run_1/io_placement.png
Pins as bars across the die edge, other pins in gray.
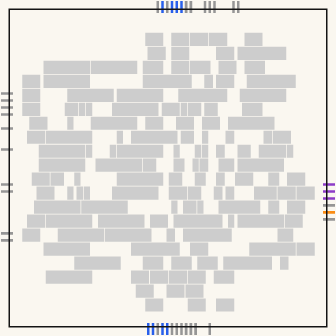
run_1/layer_met3.png
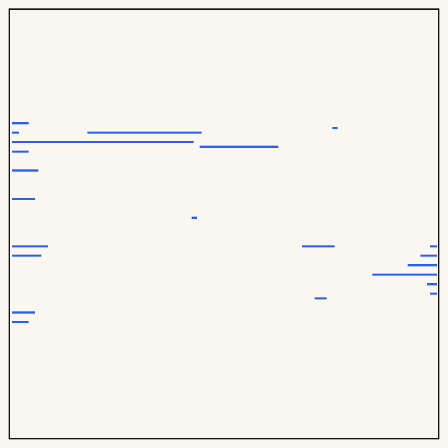
run_1/wires.png
Two of the layers only.
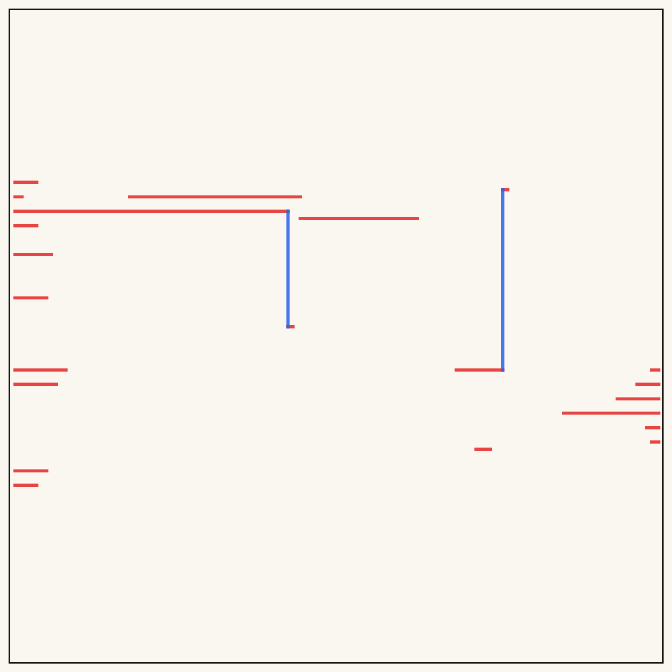
$ cat src/rtl/otter_intr_pkg.sv
// otter_intr_pkg: shared types and defaults for the OTTER interrupt controller.
//   intr_state_t    : controller FSM state (IDLE, ASSERT, SVC_LO, SVC_HI)
//   NUM_SRC_DEF     : default number of interrupt sources
//   SYNC_STAGES_DEF : default synchronizer depth
//   causeW()        : width of cause_id for a given source count (minimum 1)
package otter_intr_pkg;

  typedef enum logic [1:0] {
    IDLE   = 2'd0,
    ASSERT = 2'd1,
    SVC_LO = 2'd2,
    SVC_HI = 2'd3
  } intr_state_t;

  localparam int NUM_SRC_DEF     = 8;
  localparam int SYNC_STAGES_DEF = 2;

  function automatic int causeW(input int n);
    return (n > 1) ? $clog2(n) : 1;
  endfunction

endpackage

$ cat src/rtl/otter_intr_if.sv
// otter_intr_if: bus between the interrupt controller and its environment
// (peripherals, CSR file, control unit).
//   slave  : controller side (inputs irq_src/mie/mask_we/mask_wdata/int_taken,
//            outputs interrupt/cause_id/pending/en_mask)
//   master : environment side, directions mirrored
interface otter_intr_if
  import otter_intr_pkg::*;
#(
  parameter int NUM_SRC = NUM_SRC_DEF
);
  localparam int CW = causeW(NUM_SRC);

  logic [NUM_SRC-1:0] irq_src;
  logic               mie;
  logic               mask_we;
  logic [NUM_SRC-1:0] mask_wdata;
  logic               int_taken;
  logic               interrupt;
  logic [CW-1:0]      cause_id;
  logic [NUM_SRC-1:0] pending;
  logic [NUM_SRC-1:0] en_mask;

  modport slave (
    input  irq_src, mie, mask_we, mask_wdata, int_taken,
    output interrupt, cause_id, pending, en_mask
  );

  modport master (
    output irq_src, mie, mask_we, mask_wdata, int_taken,
    input  interrupt, cause_id, pending, en_mask
  );
endinterface

$ cat src/rtl/otter_intr_sync_edge.sv
// otter_intr_sync_edge: one interrupt source's synchronizer chain plus event
// detector.
//   clk, RST : clock, asynchronous active-high reset
//   src      : raw asynchronous request
//   evt      : with OTTER_INTR_EDGE_EN defined, a one-cycle pulse on a
//              synchronized rising edge; otherwise the synchronized level
module otter_intr_sync_edge
  import otter_intr_pkg::*;
#(
  parameter int SYNC_STAGES = SYNC_STAGES_DEF
) (
  input  logic clk,
  input  logic RST,
  input  logic src,
  output logic evt
);

  logic [SYNC_STAGES-1:0] syncQ;

  always_ff @(posedge clk or posedge RST) begin
    if (RST) syncQ <= '0;
    else     syncQ <= {syncQ[SYNC_STAGES-2:0], src};
  end

`ifdef OTTER_INTR_EDGE_EN
  logic syncPrev;

  always_ff @(posedge clk or posedge RST) begin
    if (RST) syncPrev <= 1'b0;
    else     syncPrev <= syncQ[SYNC_STAGES-1];
  end

  assign evt = syncQ[SYNC_STAGES-1] & ~syncPrev;
`else
  assign evt = syncQ[SYNC_STAGES-1];
`endif

endmodule

$ cat src/rtl/otter_intr_ctrl.sv
// otter_intr_ctrl: interrupt controller for the OTTER multicycle CU.
// Synchronizes NUM_SRC requests, keeps them pending, picks the lowest-index
// enabled one and holds `interrupt` until INT_TAKEN; then blacks out further
// requests until MIE has gone low (trap entry) and high again (mret).
//   clk, RST : clock, asynchronous active-high reset
//   bus      : otter_intr_if.slave (irq_src, mie, mask_we, mask_wdata,
//              int_taken in; interrupt, cause_id, pending, en_mask out)
// Build option OTTER_INTR_EDGE_EN: edge-triggered pending bits cleared by
// acknowledge; when undefined, pending mirrors the synchronized levels.
module otter_intr_ctrl
  import otter_intr_pkg::*;
#(
  parameter int NUM_SRC     = NUM_SRC_DEF,
  parameter int SYNC_STAGES = SYNC_STAGES_DEF
) (
  input logic         clk,
  input logic         RST,
  otter_intr_if.slave bus
);

  localparam int CW = causeW(NUM_SRC);

  intr_state_t        state, stateNxt;
  logic [CW-1:0]      causeQ, causeNxt, winner;
  logic [NUM_SRC-1:0] srcEvt, pendingQ, enMaskQ, eligible;

  for (genvar i = 0; i < NUM_SRC; i++) begin : gSrc
    otter_intr_sync_edge #(.SYNC_STAGES(SYNC_STAGES)) uSync (
      .clk (clk),
      .RST (RST),
      .src (bus.irq_src[i]),
      .evt (srcEvt[i])
    );
  end

`ifdef OTTER_INTR_EDGE_EN
  logic [NUM_SRC-1:0] ackClr;

  always_comb begin
    ackClr = '0;
    if (state == ASSERT && bus.int_taken) ackClr[causeQ] = 1'b1;
  end

  // OR-ing the new edge in after the clear makes a colliding edge win.
  always_ff @(posedge clk or posedge RST) begin
    if (RST) pendingQ <= '0;
    else     pendingQ <= (pendingQ & ~ackClr) | srcEvt;
  end
`else
  always_ff @(posedge clk or posedge RST) begin
    if (RST) pendingQ <= '0;
    else     pendingQ <= srcEvt;
  end
`endif

  always_ff @(posedge clk or posedge RST) begin
    if (RST)              enMaskQ <= '1;
    else if (bus.mask_we) enMaskQ <= bus.mask_wdata;
  end

  assign eligible = pendingQ & enMaskQ;

  // Scan high to low so the lowest set index is written last and wins.
  always_comb begin
    winner = '0;
    for (int i = NUM_SRC - 1; i >= 0; i--)
      if (eligible[i]) winner = CW'(i);
  end

  always_ff @(posedge clk or posedge RST) begin
    if (RST) begin
      state  <= IDLE;
      causeQ <= '0;
    end else begin
      state  <= stateNxt;
      causeQ <= causeNxt;
    end
  end

  always_comb begin
    stateNxt = state;
    causeNxt = causeQ;
    case (state)
      IDLE:
        if (bus.mie && |eligible) begin
          stateNxt = ASSERT;
          causeNxt = winner;
        end
      ASSERT:
        if (bus.int_taken)                         stateNxt = SVC_LO;
        else if (!bus.mie || !enMaskQ[causeQ])     stateNxt = IDLE;
      SVC_LO: if (!bus.mie) stateNxt = SVC_HI;
      SVC_HI: if (bus.mie)  stateNxt = IDLE;
      default: stateNxt = IDLE;
    endcase
  end

  // Decoded from the state register only, so reset drops it asynchronously
  // and no input reaches it combinationally.
  assign bus.interrupt = (state == ASSERT);
  assign bus.cause_id  = causeQ;
  assign bus.pending   = pendingQ;
  assign bus.en_mask   = enMaskQ;

endmodule
$ cat src/flat_wrapper.sv
// flat-port wrapper written by rule: the top's interface ports become plain ports
module otter_intr_ctrl_flat import otter_intr_pkg::*;
#(
  parameter int NUM_SRC     = NUM_SRC_DEF,
  parameter int SYNC_STAGES = SYNC_STAGES_DEF
)
  (clk, RST, bus_irq_src, bus_mie, bus_mask_we, bus_mask_wdata, bus_int_taken, bus_interrupt, bus_cause_id, bus_pending, bus_en_mask);
  otter_intr_if #(.NUM_SRC(NUM_SRC)) bus_i ();
  input logic clk;
  input logic RST;
  input wire logic [$bits(bus_i.irq_src)-1:0] bus_irq_src;
  input wire logic [$bits(bus_i.mie)-1:0] bus_mie;
  input wire logic [$bits(bus_i.mask_we)-1:0] bus_mask_we;
  input wire logic [$bits(bus_i.mask_wdata)-1:0] bus_mask_wdata;
  input wire logic [$bits(bus_i.int_taken)-1:0] bus_int_taken;
  output wire logic [$bits(bus_i.interrupt)-1:0] bus_interrupt;
  output wire logic [$bits(bus_i.cause_id)-1:0] bus_cause_id;
  output wire logic [$bits(bus_i.pending)-1:0] bus_pending;
  output wire logic [$bits(bus_i.en_mask)-1:0] bus_en_mask;
  assign bus_i.irq_src = bus_irq_src;
  assign bus_i.mie = bus_mie;
  assign bus_i.mask_we = bus_mask_we;
  assign bus_i.mask_wdata = bus_mask_wdata;
  assign bus_i.int_taken = bus_int_taken;
  assign bus_interrupt = bus_i.interrupt;
  assign bus_cause_id = bus_i.cause_id;
  assign bus_pending = bus_i.pending;
  assign bus_en_mask = bus_i.en_mask;
  otter_intr_ctrl #(.NUM_SRC(NUM_SRC), .SYNC_STAGES(SYNC_STAGES)) u_core (.clk(clk), .RST(RST), .bus(bus_i));
endmodule
$ cat config.mk
export PLATFORM = sky130hd
export DESIGN_NAME = otter_intr_ctrl_flat
export DESIGN_NICKNAME = d
export VERILOG_FILES = /design/src/rtl/otter_intr_pkg.sv /design/src/rtl/otter_intr_if.sv /design/src/rtl/otter_intr_sync_edge.sv /design/src/rtl/otter_intr_ctrl.sv /design/src/flat_wrapper.sv
export SDC_FILE = /design/constraint.sdc
export NUM_CORES = 1
export LEC_CHECK = 0
export ABC_CLOCK_PERIOD_IN_PS = 2800
export CAP_MARGIN = 10
export CORE_MARGIN = 2
export CORE_UTILIZATION = 40
export CTS_CLUSTER_DIAMETER = 80
export DETAILED_ROUTE_END_ITERATION = 10
export PLACE_DENSITY = 0.7
export SETUP_SLACK_MARGIN = 0.2
export SYNTH_ARGS = -nofsm -noshare
export SYNTH_HDL_FRONTEND = slang
export SYNTH_HIERARCHICAL = 1
export SYNTH_SLANG_ARGS = --single-unit
$ cat constraint.sdc
create_clock -name clk -period 2.8 [get_ports clk]
set_input_delay 0.42 -clock clk [delete_from_list [all_inputs] [get_ports clk]]
set_output_delay 0.42 -clock clk [all_outputs]
set_load 0.01 [all_outputs]
==> summary.txt, run 1 <==
flow finished, numbers: leakage dissipation=0.789 nW, Required @ worst endpoint=2380 ps, antenna viol nets, final=0, unique cell type count in the Yosys netlist=24, Cell Rows=20, portion of total power attributed to sequential cells=0.553, routability-driven placement congestion ratio=0.835, fraction of power spent switching nets=0.286, final period utilization=0.674, non-clock buffer instance count of the final layout=40, clock network contribution to total cell area=0.0281, port bufs=40, top cells, area=dfrtp_1 (55%), dfstp_2 (16%), mux2_2 (6.8%), Clk Tree Root Cell=clkbuf_4, Yosys warning count=6, number of buffer and inverter stages on the critical path=1, setup-violating endpoint count in the final report=0, kind of cell adding the most delay to the critical path=buffers and inverters, vias in the first global route=917, sequential cell power=685 uW, clock transition at the registers of the reported paths=100 ps, Via Count=880, Post-Route Hold Slack=355 ps, Hold Path Origin=u_core/gSrc[4].uSync/syncQ[1], worst setup margin=913 ps, share of layout cells above drive strength 1=0.194, detailed route wirelength on metal2=1350 um, share of the yosys chip area belonging to registers=0.708, fill cell instance count of the final layout=299, first-pass iteration count of the detailed router=4, Antenna Cells=0, average vias per placed instance=4.81, class of the tightest hold or removal check=reg -> reg, status=finished clean, upper clock frequency limit=530 MHz, maximum buffer depth of the clock tree=2, met1 track demand over resource in global routing=0.188, global routing met3 resource utilization=0.0630, gate count after technology mapping=92, slowest CP cell=clkdlybuf4s50_1, count of hold-fix buffers inserted at cts=0, Critical Path Sink=bus_interrupt, kind of critical path=reg -> out, Crit. path cell count=2, clock distribution power=252 uW, drt wl/cell=13.4 um, Non-Filler Cell Area, Final=1820 um^2, series of cell instances along the critical path=nor2b_1 -> clkdlybuf4s50_1, yosys cell count=92, placeable core region=3100 um^2, count of flip-flops with a built-in enable after synthesis=0, sequential cell area in the final layout=936 um^2, Clk Latency, worst-skew pair=320 ps, comb. cell area=344 um^2, Placement Cell Area=1770 um^2, Residual DRC=0, element type at the critical path end=output port, reg2reg path depth=3, clock share of power=0.204, maximum number of pins on one net before global-route repair=22, height of the die=61.5 um, Async S/R FF share, synth=1.00, number of violations reported at the end of detailed-routing iteration 0=37, final critical path time including I/O delays and setup=1890 ps, Worst Max-Slew Pin Slew=731 ps, Arr. time, crit path=1470 ps, count of sequential standard cells=37, startpoint of the worst-slack reg-to-reg timing path=u_core/bus.cause_id[1], tapcells inserted=44, most instantiated logic cells after routing=clkdlybuf4s50_1 (40), dfrtp_1 (29), inv_1 (10), nand2_1 (9), dominant cell by count in the synthesized netlist=dfrtp_1, Logic power comb=301 uW, Max Slew Vio Count=0, register-to-register path setup slack=1380 ps, Netlist Area Pre-Place=1320 um^2
## Picture notes: io_placement.png
bus_cause_id: drawn in purple, pins 3, direction output, edge right. bus_pending: drawn in blue, pins 8, direction output, edge 4 bottom, 4 top. bus_interrupt: drawn in orange, pins 1, direction output, edge right.
All pins by edge: 13 top, 12 bottom, 10 left, 6 right.

## Picture notes: layer_met3.png
19 nets have wire on it. The layer holds 4.1% of the routed length. The layer carries 102 um of wire. The longest straight run is 25.8 um. The wires run mostly horizontal.

## Picture notes: wires.png
metal 3: drawn in red, wire length 102 um. metal 4: drawn in blue, wire length 27.9 um.

==> run 1: through the flow <==
stage	power, mW	cells
2_1_floorplan	0.834	92
3_3_place_gp	0.988	175
3_5_place_dp	0.997	175
4_1_cts	1.25	183
5_1_grt	1.33	183
6_report	1.24	183
==> run 1: cells by family after synthesis <==
logic type / after synthesis / synth area share
multiplexers: 11 / 0.100
AND/OR/NAND/NOR: 18 / 0.0739
AND-OR/OR-AND: 15 / 0.0862
buffers and inverters: 11 / 0.0313
flip-flops: 37 / 0.708
==> run 1: registers in the layout, indices dropped and copies added (netlist names), named ones only <==
signal and cells:
u_core/gSrc.uSync/syncQ 16, u_core/bus.cause_id 3, u_core/bus.pending 8, u_core/bus.en_mask 8, u_core/state 1
## Run 2: what changed since run 1
--- a/config.mk
+++ b/config.mk
@@ -5,7 +5,7 @@
 export SDC_FILE = /design/constraint.sdc
 export NUM_CORES = 1
 export LEC_CHECK = 0
-export ABC_CLOCK_PERIOD_IN_PS = 2800
+export ABC_CLOCK_PERIOD_IN_PS = 1800
 export CAP_MARGIN = 10
 export CORE_MARGIN = 2
 export CORE_UTILIZATION = 40
==> constraint.sdc (replaced) <==
create_clock -name clk -period 1.8 [get_ports clk]
set_input_delay 0.27 -clock clk [delete_from_list [all_inputs] [get_ports clk]]
set_output_delay 0.27 -clock clk [all_outputs]
set_load 0.01 [all_outputs]
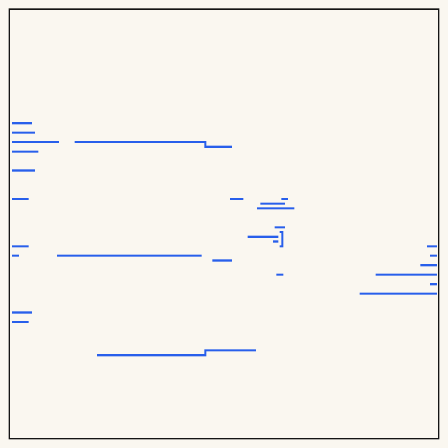
run_2/layer_met3.png
The layer holds 5.3% of the routed length. The layer carries 140 um of wire. 23 nets have wire on it.

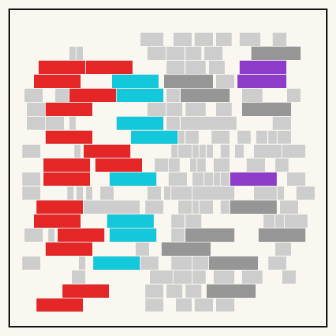
run_2/flops_by_reg.png
Other sequential cells in the stronger gray, the rest of the logic in the fainter gray.
u_core/gSrc.uSync/syncQ: drawn in red, sequential cells 16. u_core/bus.pending: drawn in cyan, sequential cells 8. u_core/bus.cause_id: drawn in purple, sequential cells 3.
Another 10 sequential cells are not colored.

==> run 2 against run 1 <==
Against the previous run: worst setup slack got worse by 650 ps; critical endpoint is now bus_pending[4]; clock power rose to 2.9 times the previous value; final area up 7.5%.
==> summary.txt, run 2 <==
flow finished, numbers: kind of cell adding the most delay to the critical path=buffers and inverters, element type at the critical path end=output port, status=finished clean, fraction of power spent switching nets=0.263 (-0.0230), startpoint of the worst-slack reg-to-reg timing path=u_core/bus.cause_id[1], slowest CP cell=clkdlybuf4s50_1, count of sequential standard cells=37 (unchanged), routability-driven placement congestion ratio=0.836 (+0.20%), share of the yosys chip area belonging to registers=0.708 (unchanged), maximum number of pins on one net before global-route repair=22 (unchanged), placed cell count=176 (+0.57%), detailed route wirelength on metal2=1470 um (+8.8%), series of cell instances along the critical path=clkdlybuf4s50_1, top cells, area=dfrtp_1 (55%), dfstp_2 (16%), mux2_2 (6.8%), yosys cell count=92 (unchanged), maximum buffer depth of the clock tree=2 (unchanged), worst setup margin=265 ps (-648 ps), Critical Path Sink=bus_pending[4], top register by number of flip-flops=u_core/gSrc.uSync/syncQ, average vias per placed instance=4.79 (-0.31%), Seq/total area=0.478, upper clock frequency limit=651 MHz, tapcells inserted=44 (unchanged), clock distribution power=719 uW (+190%), post-synthesis share of cell area spent on xor and xnor gates=0 (unchanged), Compound-Gate Fraction of Synth Area=0.0862 (unchanged), Clk Tree Root Cell=clkbuf_4, multiplexer fraction of the synthesized cell area=0.100 (unchanged), leakage dissipation=0.921 nW (+17%), global routing met3 resource utilization=0.0651 (+0.00210), Netlist Area Pre-Place=1320 um^2 (unchanged), vias in the first global route=910 (-0.76%), Clk Latency, worst-skew pair=350 ps (+30 ps), Async S/R FF share, synth=1.00 (unchanged), unique cell type count in the Yosys netlist=24 (unchanged), Cell Rows=20 (unchanged), share of layout cells above drive strength 1=0.267 (+0.0724), count of hold-fix buffers inserted at cts=0 (unchanged), final core occ=0.632, number of buffer and inverter stages on the critical path=1 (unchanged), Max Slew Vio Count=0 (unchanged), placeable core region=3100 um^2 (unchanged), first-pass iteration count of the detailed router=4 (unchanged), register-to-register path setup slack=380 ps (-1000 ps), portion of total power attributed to sequential cells=0.437 (-0.116), total power after layout=2.32 mW (+87%), post-synthesis adder-cell area fraction=0 (unchanged), drt wl/cell=13.8 um (+2.6%), comb. cell area=344 um^2 (unchanged), simple logic cell fraction of the synthesized area=0.0739 (unchanged), Via Count=930 (+5.7%), class of the tightest hold or removal check=in -> async, Required @ worst endpoint=1530 ps (-850 ps), setup-violating endpoint count in the final report=0 (unchanged), dominant cell by count in the synthesized netlist=dfrtp_1, Crit. path cell count=1 (-1), port bufs=40 (unchanged), met1 track demand over resource in global routing=0.178 (-0.0106), flip-flop count of the largest register, all copies and words added=16 (unchanged), main combinational cell family by area after synthesis=multiplexers, antenna viol nets, final=0 (unchanged), Arr. time, crit path=1270 ps (-200 ps), non-clock buffer instance count of the final layout=51 (+28%), most instantiated logic cells after routing=dfrtp_1 (28), clkdlybuf4s50_1 (27), buf_4 (11), inv_1 (10), Finished Layout Cells=194 (+6.0%), clock network contribution to total cell area=0.0542 (+0.0261), final period utilization=0.853, sequential cell power=1.01 mW (+47%), Logic power comb=588 uW (+95%), Residual DRC=0 (unchanged)
==> run 2: cell counts after synthesis <==
No cell type changed its count.
==> run 2: worst min path at each step <==
stage	from	end	slack [ps]	depth (start not counted)
after global routing	RST	u_core/gSrc[6].uSync/syncQ[1]	290	2
after floorplan	RST	u_core/gSrc[0].uSync/syncQ[0]	10	1
after CTS	RST	u_core/gSrc[6].uSync/syncQ[0]	280	2
final	RST	u_core/gSrc[6].uSync/syncQ[0]	270	2
after global placement	u_core/gSrc[5].uSync/syncQ[0]	u_core/gSrc[5].uSync/syncQ[1]	330	0
after detailed placement	u_core/gSrc[7].uSync/syncQ[1]	u_core/bus.pending[7]	330	0
==> run 2: repair_timing <==
action,in CTS,in global routing
resized,10,4
cloned,0,0
buffers inserted,6,4
pin swaps,0,0
setup endpoints to repair,14,8
Power figures rest on the tool's default switching activity, not on a simulated workload.
